### config.mk
export PLATFORM = sky130hd
export DESIGN_NAME = sin_cos_gen
export DESIGN_NICKNAME = d
export VERILOG_FILES = /design/src/rtl/sin_gen_pkg.sv /design/src/rtl/sin_lut.sv /design/src/rtl/sin_cos_gen.sv
export SDC_FILE = /design/constraint.sdc
export NUM_CORES = 1
export LEC_CHECK = 0
export CORE_UTILIZATION = 48
export DETAILED_ROUTE_END_ITERATION = 10
export GPL_ROUTABILITY_DRIVEN = 0
export PLACE_DENSITY = 0.88
export SLEW_MARGIN = 10
export SYNTH_ARGS = -nofsm -noshare
export SYNTH_HDL_FRONTEND = slang
export SYNTH_HIERARCHICAL = 1
export SYNTH_SLANG_ARGS = --single-unit
### constraint.sdc
create_clock -name i_clk -period 1.6 [get_ports i_clk]
set_input_delay 0.4 -clock i_clk [delete_from_list [all_inputs] [get_ports i_clk]]
set_output_delay 0.4 -clock i_clk [all_outputs]
set_load 0.01 [all_outputs]
### src/rtl/sin_gen_pkg.sv
// Shared types and elaboration-time helpers for the sine/cosine generator.
// The LUT contents are computed here from the sample width and table size so
// the table never has to be regenerated by hand when the parameters change.
package sin_gen_pkg;

  // Legal range for log2 of the table length.
  localparam int LUT_LOG2_MIN = 2;
  localparam int LUT_LOG2_MAX = 8;

  localparam real TWO_PI = 6.283185307179586;

  // Number of Taylor terms used for sin(x), x in [0, pi/2]. Twelve terms put
  // the truncation error far below half an LSB for any practical width.
  localparam int TAYLOR_TERMS = 12;

  // Sequencer states: idle, counting out the hold time, emitting a sample.
  typedef enum logic [1:0] {
    IDLE  = 2'd0,
    WAIT  = 2'd1,
    SHIFT = 2'd2
  } gen_state_t;

  // Peak amplitude for a signed sample of the given width.
  function automatic int lut_amp(input int out_w);
    return (1 << (out_w - 1)) - 1;
  endfunction

  // Table entry k of an n = 2**lut_log2 entry sine period:
  // round(A * sin(2*pi*k/n)), rounding half away from zero.
  // The angle is folded into the first quadrant so the series only has to
  // converge on [0, pi/2]; the exact points 0 and pi/2 then land precisely.
  function automatic int lut_entry(input int out_w, input int lut_log2, input int k);
    int  n;
    int  quarter;
    int  quad;
    int  j;
    int  mag;
    real x;
    real term;
    real acc;
    n       = 1 << lut_log2;
    quarter = n / 4;
    quad    = (k / quarter) % 4;
    j       = k % quarter;
    // Second and fourth quadrants mirror about pi/2.
    if (quad == 1 || quad == 3) begin
      j = quarter - j;
    end
    x    = TWO_PI * $itor(j) / $itor(n);
    term = x;
    acc  = x;
    for (int i = 1; i < TAYLOR_TERMS; i++) begin
      term = -term * x * x / $itor((2 * i) * (2 * i + 1));
      acc  = acc + term;
    end
    mag = $rtoi($itor(lut_amp(out_w)) * acc + 0.5);
    // Third and fourth quadrants are the negative half-wave.
    if (quad >= 2) begin
      return -mag;
    end
    return mag;
  endfunction

endpackage

### src/rtl/sin_lut.sv
// Dual-read-port sine table. Contents are fixed at elaboration from the
// package helper; both reads are purely combinational so the caller decides
// where the register stage sits.
module sin_lut
  import sin_gen_pkg::*;
#(
  parameter int OUT_W    = 4,
  parameter int LUT_LOG2 = 2
) (
  input  logic        [LUT_LOG2-1:0] addr_a,
  input  logic        [LUT_LOG2-1:0] addr_b,
  output logic signed [OUT_W-1:0]    data_a,
  output logic signed [OUT_W-1:0]    data_b
);

  localparam int N = 1 << LUT_LOG2;

  logic signed [OUT_W-1:0] lut_rom [N];

  // One constant per entry, evaluated at elaboration time.
  generate
    for (genvar gi = 0; gi < N; gi++) begin : g_rom
      localparam int ENTRY = lut_entry(OUT_W, LUT_LOG2, gi);
      assign lut_rom[gi] = OUT_W'(ENTRY);
    end
  endgenerate

  // Two independent asynchronous read ports.
  assign data_a = lut_rom[addr_a];
  assign data_b = lut_rom[addr_b];

endmodule

### src/rtl/sin_cos_gen.sv
// Quadrature sine/cosine sample generator. A small sequencer waits
// i_hold+1 cycles, then spends one cycle emitting a registered sine/cosine
// pair from a shared table, advancing the phase by i_step each sample.
module sin_cos_gen
  import sin_gen_pkg::*;
#(
  parameter int OUT_W    = 4,
  parameter int LUT_LOG2 = 2,
  parameter int HOLD_W   = 3
) (
  input  logic                       i_clk,
  input  logic                       i_rst_n,
  input  logic                       i_en,
  input  logic                       i_sync,
  input  logic        [HOLD_W-1:0]   i_hold,
  input  logic        [LUT_LOG2-1:0] i_step,
  output logic signed [OUT_W-1:0]    o_sin,
  output logic signed [OUT_W-1:0]    o_cos,
  output logic                       o_valid,
  output logic                       o_wrap
);

  localparam int N = 1 << LUT_LOG2;
  // A quarter period ahead in the sine table is the cosine.
  localparam logic [LUT_LOG2-1:0] QUARTER = LUT_LOG2'(N / 4);

  gen_state_t              state_reg;
  logic [HOLD_W-1:0]       cnt_reg;
  logic [LUT_LOG2-1:0]     phase_reg;

  logic [LUT_LOG2-1:0]     cos_addr_next;
  logic [LUT_LOG2:0]       phase_sum_next;
  logic signed [OUT_W-1:0] lut_sin_data;
  logic signed [OUT_W-1:0] lut_cos_data;

  // Cosine address wraps naturally in LUT_LOG2 bits; the extra sum bit is
  // the accumulator carry that flags a completed period.
  assign cos_addr_next  = phase_reg + QUARTER;
  assign phase_sum_next = {1'b0, phase_reg} + {1'b0, i_step};

  sin_lut #(
    .OUT_W    (OUT_W),
    .LUT_LOG2 (LUT_LOG2)
  ) u_lut (
    .addr_a (phase_reg),
    .addr_b (cos_addr_next),
    .data_a (lut_sin_data),
    .data_b (lut_cos_data)
  );

  // Sequencer, phase accumulator and registered outputs in one process.
  always_ff @(posedge i_clk) begin
    if (!i_rst_n) begin
      state_reg <= IDLE;
      cnt_reg   <= '0;
      phase_reg <= '0;
      o_sin     <= '0;
      o_cos     <= '0;
      o_valid   <= 1'b0;
      o_wrap    <= 1'b0;
    end else begin
      o_valid <= 1'b0;
      o_wrap  <= 1'b0;
      if (i_sync) begin
        // Restart wins over a pending sample: nothing is emitted this cycle.
        phase_reg <= '0;
        cnt_reg   <= '0;
        state_reg <= i_en ? WAIT : IDLE;
      end else begin
        case (state_reg)
          IDLE: begin
            cnt_reg <= '0;
            if (i_en) begin
              state_reg <= WAIT;
            end
          end
          WAIT: begin
            if (!i_en) begin
              // Pause keeps the phase so a later enable resumes in sequence.
              state_reg <= IDLE;
              cnt_reg   <= '0;
            end else if (cnt_reg >= i_hold) begin
              // >= so a hold value lowered mid-count still releases the FSM.
              state_reg <= SHIFT;
              cnt_reg   <= '0;
            end else begin
              cnt_reg <= cnt_reg + 1'b1;
            end
          end
          SHIFT: begin
            o_sin     <= lut_sin_data;
            o_cos     <= lut_cos_data;
            o_valid   <= 1'b1;
            o_wrap    <= phase_sum_next[LUT_LOG2];
            phase_reg <= phase_sum_next[LUT_LOG2-1:0];
            cnt_reg   <= '0;
            state_reg <= i_en ? WAIT : IDLE;
          end
          default: begin
            state_reg <= IDLE;
            cnt_reg   <= '0;
          end
        endcase
      end
    end
  end

endmodule

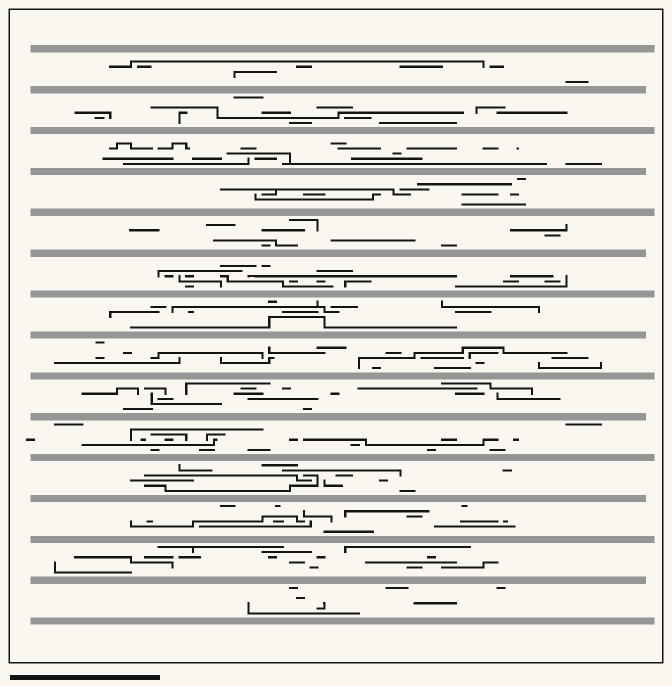
**Above:** M1 wires.
Scale bar: 10 microns. Supply wires on this layer in grey.
The longest straight run is 23.5 microns. The wires run mostly horizontal. 100 nets have wire on it.

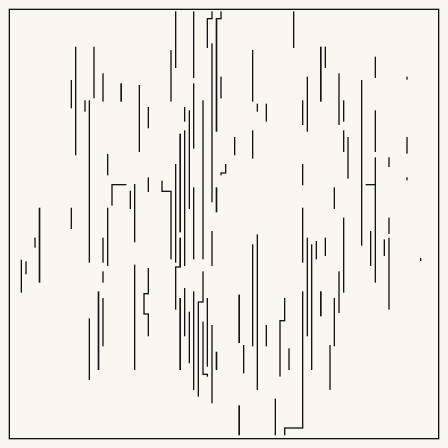
**Above:** the metal 2 layer.
The layer holds 46% of the routed length. 89 nets have wire on it. The layer carries 560 microns of wire. The longest straight run is 16.7 microns.

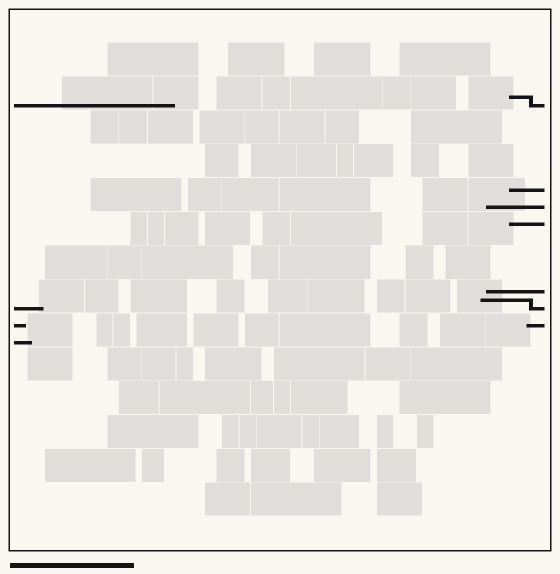
**Above:** met3 routing.
Scale bar: 10 microns. Cells faint in the background.
The longest straight run is 12.6 microns. The layer carries 40.2 microns of wire. 11 nets have wire on it. The layer holds 3.3% of the routed length. The wires run mostly horizontal.

==> results.sh <==
# implementation run metrics
export IMPL_ys_area_sq_um=822
export IMPL_layout_nets=114
export IMPL_cp_arrival_ns=1.15
export IMPL_crit_chain="clkdlybuf4s50_1"
export IMPL_ys_flop_type="dfxtp_1"
export IMPL_path_max_fanout=2
export IMPL_cts_tree="yes"
export IMPL_min_path_cells=1
export IMPL_min_path_type="register to register"
export IMPL_drive_above_1_share=0.173
export IMPL_fin_crit_ns=1.55
export IMPL_clockRootBuffer="clkbuf_4"
export IMPL_violations="DRC"
export IMPL_p_leak_nw=0.476
export IMPL_syn_instance_count=79
export IMPL_status="finished with violations"
export IMPL_finalClockPeriodUsage=0.968
export IMPL_setup_viol=0
export IMPL_fill_cells=114
export IMPL_antenna_found_initial=0
export IMPL_ys_cells=79
export IMPL_synthArstFlopShare=0
export IMPL_cts_max_path_buffers=2
export IMPL_drt_total_wl_microns=1230
export IMPL_routed_via_density=4.67
export IMPL_grt_pass1_vias=511
export IMPL_finalHoldViolations=0
export IMPL_track_usage=0.143
export IMPL_die_h_microns=43.4
export IMPL_ant_nets=0
export IMPL_rows=14
export IMPL_grt_pass1_wl_microns=2050
export IMPL_num_antenna_cells=0
export IMPL_comb_area_sq_um=425
export IMPL_cts_sinks=17
export IMPL_worstReg2RegStart="phase_reg[0]"
export IMPL_htreeDepth=1
export IMPL_synth_nets=94
export IMPL_post_cts_setup_buffer_count=0
export IMPL_cts_made_buffers=3
export IMPL_r2r_cells=4
export IMPL_path_delay_family="buffers and inverters"
export IMPL_ir_drop_mv=0.431
export IMPL_yosys_warnings=6
export IMPL_yosysSeqAreaShare=0.414
export IMPL_crit_path_max_incr_delay_ns=0.54
export IMPL_grt_setup_unrepaired="no"
export IMPL_clock_skew_final_ns=0.00382
export IMPL_slew_headroom=0.834
export IMPL_fmax_mhz=645
export IMPL_insertion_delay_ns=0.28
export IMPL_pin_count=19
export IMPL_path_class="register to output pin"
export IMPL_required_ns=1.20
export IMPL_drc=4
export IMPL_seq_area_sq_um=340
export IMPL_final_cells=114
export IMPL_drtIter0Drc=9
export IMPL_final_max_slew_viol_count=0
export IMPL_avgSynthCellArea_sq_um=10.4
export IMPL_hold_path_end="cnt_reg[0]"
export IMPL_dp_hpwl_microns=967
export IMPL_wl_per_cell_microns=10.8
export IMPL_maxCapViolCount=0
export IMPL_die_x_microns=43.4
export IMPL_critPathBufInv=1
export IMPL_fin_setup_tns_ns=0
export IMPL_total_power_mw=0.708
export IMPL_power_per_cell_area_nw_per_um2=678
export IMPL_die_area_sq_um=1880
export IMPL_grt_ovfl_total=0
export IMPL_fp_coreArea_sq_um=1560
export IMPL_rr_endpoint="phase_reg[1]"
export IMPL_grt_max_degree=12
export IMPL_area_growth_pct=27.1
export IMPL_dp_cells=110
## cells in the final DEF (no fill, tap or decap)
cell type        netlist  layout
nand2_1                3       3
o21ai_2                0       1
clkbuf_4               0       3
clkbuf_1               1       1
and3_1                 1       1
xor2_1                 1       1
xnor2_1                1       1
buf_4                  5       3
inv_1                  6       6
nor2_1                 2       2
a21o_1                 1       1
nor3_2                 1       1
nor3b_2                1       1
fa_1                   1       1
ha_1                   5       5
nor2b_1                9       9
and2_1                 1       1
a21oi_2                0       1
dfxtp_1               17      17
dlymetal6s2s_1         0       3
and2b_2                3       3
nand2b_4               1       1
or3_4                  1       1
o31ai_1                1       1
and2_2                 2       2
nor3_1                 2       2
mux2i_1               10      10
clkdlybuf4s50_1        0      15
nand2b_1               1       1
## power breakdown
group	total [mW]	internal [mW]	switching (mW)	leakage, nW
registers	0.430	0.426	0.00362	0.137
clock network	0.219	0.0966	0.123	0.0150
logic	0.0584	0.0364	0.0221	0.323
total	0.708	0.559	0.148	0.476
## layer usage
| layer | GRT usage | wire length (microns) | vias up |
|---|---|---|---|
| met3 | 0.0250 | 40 | 0 |
| met5 | 0 | 0 | - |
| met4 | 0.0563 | 0 | 0 |
| met2 | 0.239 | 559 | 11 |
| li1 | - | - | 293 |
| met1 | 0.184 | 627 | 228 |
## layout make-up
class / instances / area share
repair buffers: 21 / 0.201
multi-input cells: 50 / 0.407
inverters: 6 / 0.0216
well taps: 16 / 0.0192
clock buffers: 4 / 0.0251
flip-flops and latches: 17 / 0.326
## cells in the mapped netlist (2+ instances only)
| master | number | area (sq um) |
|---|---|---|
| and2_2 | 2 | 15.0 |
| and2b_2 | 3 | 26.3 |
| buf_4 | 5 | 37.5 |
| dfxtp_1 | 17 | 340 |
| ha_1 | 5 | 62.6 |
| inv_1 | 6 | 22.5 |
| mux2i_1 | 10 | 100 |
| nand2_1 | 3 | 11.3 |
| nor2_1 | 2 | 7.51 |
| nor2b_1 | 9 | 56.3 |
| nor3_1 | 2 | 10.0 |
## stage by stage
step           instance area [sq um]  hold WS, ns  utilization  setup slack [ns]
2_1_floorplan                    822        0.428            -             0.313
3_3_place_gp                    1000        0.457        0.644            -0.196
3_5_place_dp                    1000        0.469        0.644            -0.230
4_1_cts                         1030        0.482        0.661            0.0309
5_1_grt                         1040        0.517        0.670           0.00394
6_report                        1040        0.483        0.670            0.0508
## cells by family (layout without fill, tap and decap cells)
logic type | count (synthesis) | after routing | synth area share
buffers and inverters | 12 | 31 | 0.0776
AND/OR/NAND/NOR | 28 | 28 | 0.234
AND-OR/OR-AND | 4 | 4 | 0.0304
multiplexers | 10 | 10 | 0.122
flip-flops | 17 | 17 | 0.414
adder cells (fa/ha/maj) | 6 | 6 | 0.100
XOR/XNOR | 2 | 2 | 0.0213
## worst max-delay path by stage
stage	end	start	cells past startpoint	slack [ns]
after floorplan	state_reg[1]	i_hold[2]	5	0.31
after global placement	state_reg[1]	i_hold[2]	6	-0.20
after detailed placement	state_reg[0]	i_hold[2]	6	-0.23
after CTS	o_cos[1]	o_cos[1]	1	0.03
after global routing	o_cos[2]	o_cos[2]	1	0.004
final	o_sin[1]	o_sin[1]	1	0.05
Power figures rest on the tool's default switching activity, not on a simulated workload.
